**src/rtl/sync_debounce.sv**
```systemverilog
// Two-flop synchronizer plus a four-state debounce FSM qualifying each level change over STABLE_CYCLES samples.
// Optional rejected-transition counter (glitch_cnt) is built only when DEBOUNCE_GLITCH_CNT_EN is defined.
module sync_debounce #(
  parameter int STABLE_CYCLES = 16,
  parameter int CNT_W         = 5
) (
  input  logic       clk,
  input  logic       rst,
  input  logic       in,
  output logic       out,
  output logic       busy
`ifdef DEBOUNCE_GLITCH_CNT_EN
  ,
  output logic [7:0] glitch_cnt
`endif
);

  typedef enum logic [1:0] {
    LOW       = 2'd0,
    WAIT_HIGH = 2'd1,
    HIGH      = 2'd2,
    WAIT_LOW  = 2'd3
  } state_t;

  localparam logic [CNT_W-1:0] CNT_LAST = CNT_W'(STABLE_CYCLES - 1);
  localparam logic [CNT_W-1:0] CNT_ONE  = CNT_W'(1);

  logic             s1_q;
  logic             s2_q;
  state_t           state_q;
  state_t           state_d;
  logic [CNT_W-1:0] cnt_q;
  logic [CNT_W-1:0] cnt_d;
  logic             out_q;
  logic             out_d;
  logic             busy_q;
  logic             busy_d;

  // Synchronizer: the FSM only ever looks at s2_q.
  always_ff @(posedge clk) begin
    if (rst) begin
      s1_q <= 1'b0;
      s2_q <= 1'b0;
    end else begin
      s1_q <= in;
      s2_q <= s1_q;
    end
  end

  always_ff @(posedge clk) begin
    if (rst) begin
      state_q <= LOW;
      cnt_q   <= '0;
      out_q   <= 1'b0;
      busy_q  <= 1'b0;
    end else begin
      state_q <= state_d;
      cnt_q   <= cnt_d;
      out_q   <= out_d;
      busy_q  <= busy_d;
    end
  end

  // An aborted qualification drops straight back with cnt cleared, so no partial credit survives.
  always_comb begin
    state_d = state_q;
    cnt_d   = '0;
    unique case (state_q)
      LOW: begin
        if (s2_q) begin
          state_d = WAIT_HIGH;
          cnt_d   = CNT_ONE;
        end
      end
      WAIT_HIGH: begin
        if (!s2_q) begin
          state_d = LOW;
        end else if (cnt_q == CNT_LAST) begin
          state_d = HIGH;
        end else begin
          cnt_d = cnt_q + CNT_ONE;
        end
      end
      HIGH: begin
        if (!s2_q) begin
          state_d = WAIT_LOW;
          cnt_d   = CNT_ONE;
        end
      end
      WAIT_LOW: begin
        if (s2_q) begin
          state_d = HIGH;
        end else if (cnt_q == CNT_LAST) begin
          state_d = LOW;
        end else begin
          cnt_d = cnt_q + CNT_ONE;
        end
      end
      default: begin
        state_d = LOW;
      end
    endcase
  end

  // Outputs decoded from the next state so they register alongside it.
  always_comb begin
    out_d  = (state_d == HIGH) || (state_d == WAIT_LOW);
    busy_d = (state_d == WAIT_HIGH) || (state_d == WAIT_LOW);
  end

  assign out  = out_q;
  assign busy = busy_q;

`ifdef DEBOUNCE_GLITCH_CNT_EN
  logic [7:0] glitch_q;
  logic       glitch_ev;

  function automatic logic [7:0] sat_inc8(input logic [7:0] v);
    return (v == 8'hFF) ? v : v + 8'd1;
  endfunction

  assign glitch_ev = ((state_q == WAIT_HIGH) && !s2_q) ||
                     ((state_q == WAIT_LOW)  &&  s2_q);

  always_ff @(posedge clk) begin
    if (rst) begin
      glitch_q <= 8'd0;
    end else if (glitch_ev) begin
      glitch_q <= sat_inc8(glitch_q);
    end
  end

  assign glitch_cnt = glitch_q;
`endif

endmodule

```
**config.mk**
```make
export PLATFORM = sky130hd
export DESIGN_NAME = sync_debounce
export DESIGN_NICKNAME = d
export VERILOG_FILES = /design/src/rtl/sync_debounce.sv
export SDC_FILE = /design/constraint.sdc
export NUM_CORES = 1
export LEC_CHECK = 0
export CAP_MARGIN = 20
export CORE_AREA = 2 2 39 41
export CTS_CLUSTER_DIAMETER = 100
export DETAILED_ROUTE_END_ITERATION = 12
export DIE_AREA = 0 0 41 43
export GPL_TIMING_DRIVEN = 0
export MAX_ROUTING_LAYER = met4
export PLACE_DENSITY = 0.48
export SKIP_LAST_GASP = 1
export SYNTH_ARGS = -nofsm -noshare
export SYNTH_HDL_FRONTEND = slang
export SYNTH_SLANG_ARGS = --single-unit
```
**constraint.sdc**
```tcl
create_clock -name clk -period 1.4 [get_ports clk]
set_input_delay 0.14 -clock clk [delete_from_list [all_inputs] [get_ports clk]]
set_output_delay 0.14 -clock clk [all_outputs]
set_load 0.03 [all_outputs]
```
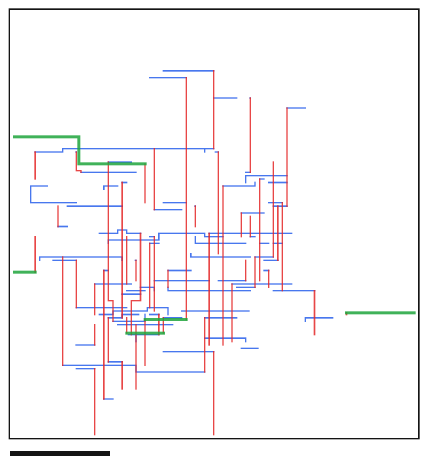
(signal wires by layer)
Scale bar: 10 um.
met1 -> blue  # wire length 252 um
met2 -> red  # wire length 306 um
met3 -> green  # wire length 32.5 um
GRT Util Overall: 0.0920
total wirelength of the detailed-routed design: 591 um
via count: 245
detail-routed net length per standard cell: 10.6 um

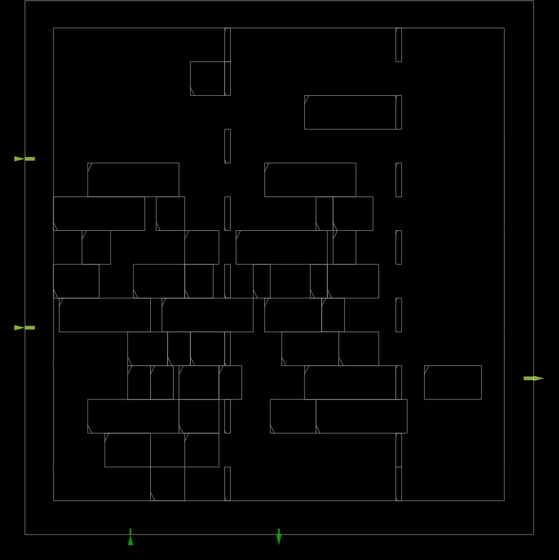
(cell placement)
flop count: 10
Layout fillers: 154

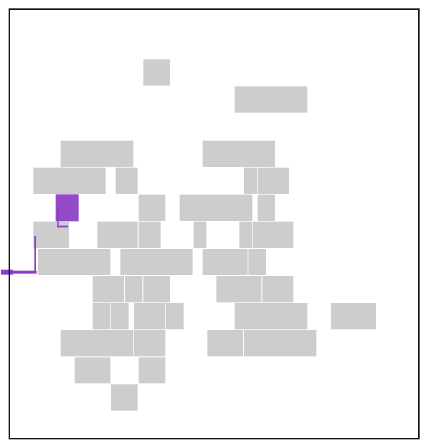
(nets reached from selected ports)
in -> purple  # bits 1, direction input, end cells 1, buffers 1, wire 8.60 um

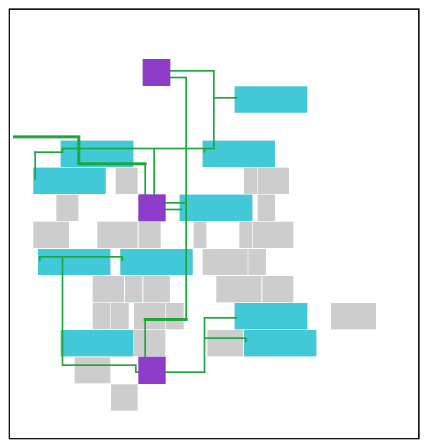
(routed clock nets over the placement)
flip-flops -> cyan  # count 10
clock wires -> green  # length 152 um
cells driving clock nets -> purple  # count 3
routed clock nets = 4
Worst Clk Skew: 0.00246 ns
clock network fraction of design power: 0.382
clk pwr: 0.190 mW
insertion delay of the later-clocked pin in the worst-skew pair: 0.26 ns

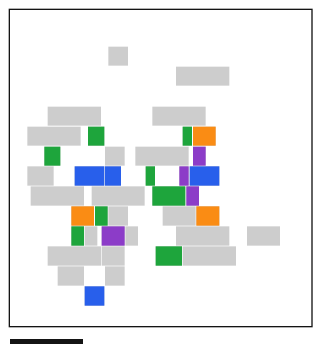
(gate families picked out)
Scale bar: 10 um.
AND and OR gates -> blue  # cells 4
XOR/XNOR gates -> orange  # cells 3, most used xnor2_1
NAND gates -> purple  # cells 4, most used nand3_1, where center
NOR gates -> green  # cells 8
multi-input gate share of the layout cell area: 0.371
number of cells in the finished layout apart from fillers: 56
most instantiated logic cell after routing: sky130_fd_sc_hd__dfxtp_1

==> impl_table.tex <==
% Auto-generated results table
\begin{tabular}{lr}
\hline
Metric & Value \\
\hline
\multicolumn{2}{l}{\textbf{Outcome}} \\
Status & completed \\
\multicolumn{2}{l}{\textbf{Global routing}} \\
Number of antenna violations at the first check in global routing & 0 \\
Layer with the highest usage after global routing & met2 \\
\multicolumn{2}{l}{\textbf{Critical path}} \\
Worst reg2reg startpoint & cnt\_q[0] \\
Capture point of the worst path & state\_q[1] \\
CP Capture Type & flip-flop \\
Setup slack, reg-to-reg & 0.15 ns \\
\multicolumn{2}{l}{\textbf{Yosys}} \\
Leading cell type by number of instances after synthesis & sky130\_fd\_sc\_hd\_\_dfxtp\_1 \\
Number of enable-type register cells in the synthesized netlist & 0 \\
Main area contributors & sky130\_fd\_sc\_hd\_\_dfxtp\_1 54\%, sky130\_fd\_sc\_hd\_\_xnor2\_1 4.8\%, sky130\_fd\_sc\_hd\_\_ha\_1 3.4\% \\
Gate count of the mapped netlist & 33 \\
Mapped cell area & 368 um\^{}2 \\
Register bit total from synthesis & 10 \\
Cell count listed in synth\_stat.txt & 33 \\
\multicolumn{2}{l}{\textbf{Place}} \\
Area of placed instances & 428 um\^{}2 \\
\multicolumn{2}{l}{\textbf{Clocking}} \\
Clock tree from TritonCTS & built \\
Clk pin slew, worst setup/hold paths & 0.06 ns \\
Number of CTS-inserted buffers & 3 \\
Number of clock sinks & 10 \\
\multicolumn{2}{l}{\textbf{Drt}} \\
Routed length on met3 & 32 um \\
Vias per inst & 4.38 \\
Top layer in use & met3 \\
Routed length on met2 & 306 um \\
Iteration count of the initial detailed-routing pass & 4 \\
\multicolumn{2}{l}{\textbf{Final layout}} \\
Non-clock inverter count & 0 \\
Fraction of layout cells with a size suffix above 1 & 0.175 \\
Dominant kind of cell & sequential cells \\
Post-route core utilization & 0.326 \\
Dominant logic cell types in the final layout & 10 x sky130\_fd\_sc\_hd\_\_dfxtp\_1, 3 x sky130\_fd\_sc\_hd\_\_clkbuf\_4 \\
Sequential share of cell area & 0.443 \\
Register bank with the most flops & cnt\_q \\
\multicolumn{2}{l}{\textbf{Job}} \\
Number of logged tool warnings & 26 \\
\multicolumn{2}{l}{\textbf{Timing}} \\
Maximum achievable frequency & 798 MHz \\
Number of setup violations in the final report & 0 \\
\multicolumn{2}{l}{\textbf{Power}} \\
Static leakage power & 0.178 nW \\
Net switching fraction of the power & 0.200 \\
\multicolumn{2}{l}{\textbf{Die}} \\
Core ar. & 1380 um\^{}2 \\
\multicolumn{2}{l}{\textbf{Worst hold path}} \\
Critical hold path startpoint & cnt\_q[4] \\
\hline
\end{tabular}
critical path, cell delays in order, from the launching register on:
cell and delay (ns):
sky130_fd_sc_hd__dfxtp_1 0.36, sky130_fd_sc_hd__ha_1 0.21, sky130_fd_sc_hd__and4b_2 0.30, sky130_fd_sc_hd__and2_1 0.19
sky130_fd_sc_hd__o21ai_1 0.09
logic make-up (layout without fill, tap and decap cells):
group | count (synthesis) | after routing | synth area share
simple gates | 16 | 16 | 0.303
flops | 10 | 10 | 0.544
compound gates | 3 | 3 | 0.0476
xor+xnor | 3 | 3 | 0.0714
fa+ha+maj | 1 | 1 | 0.0340
buf+inv | 0 | 7 | 0
repair_timing:
action	4_1_cts	5_1_grt
setup endpoints to repair	1	1
resized	1	1
gates cloned	0	0
Power and IR drop assume default switching activity.
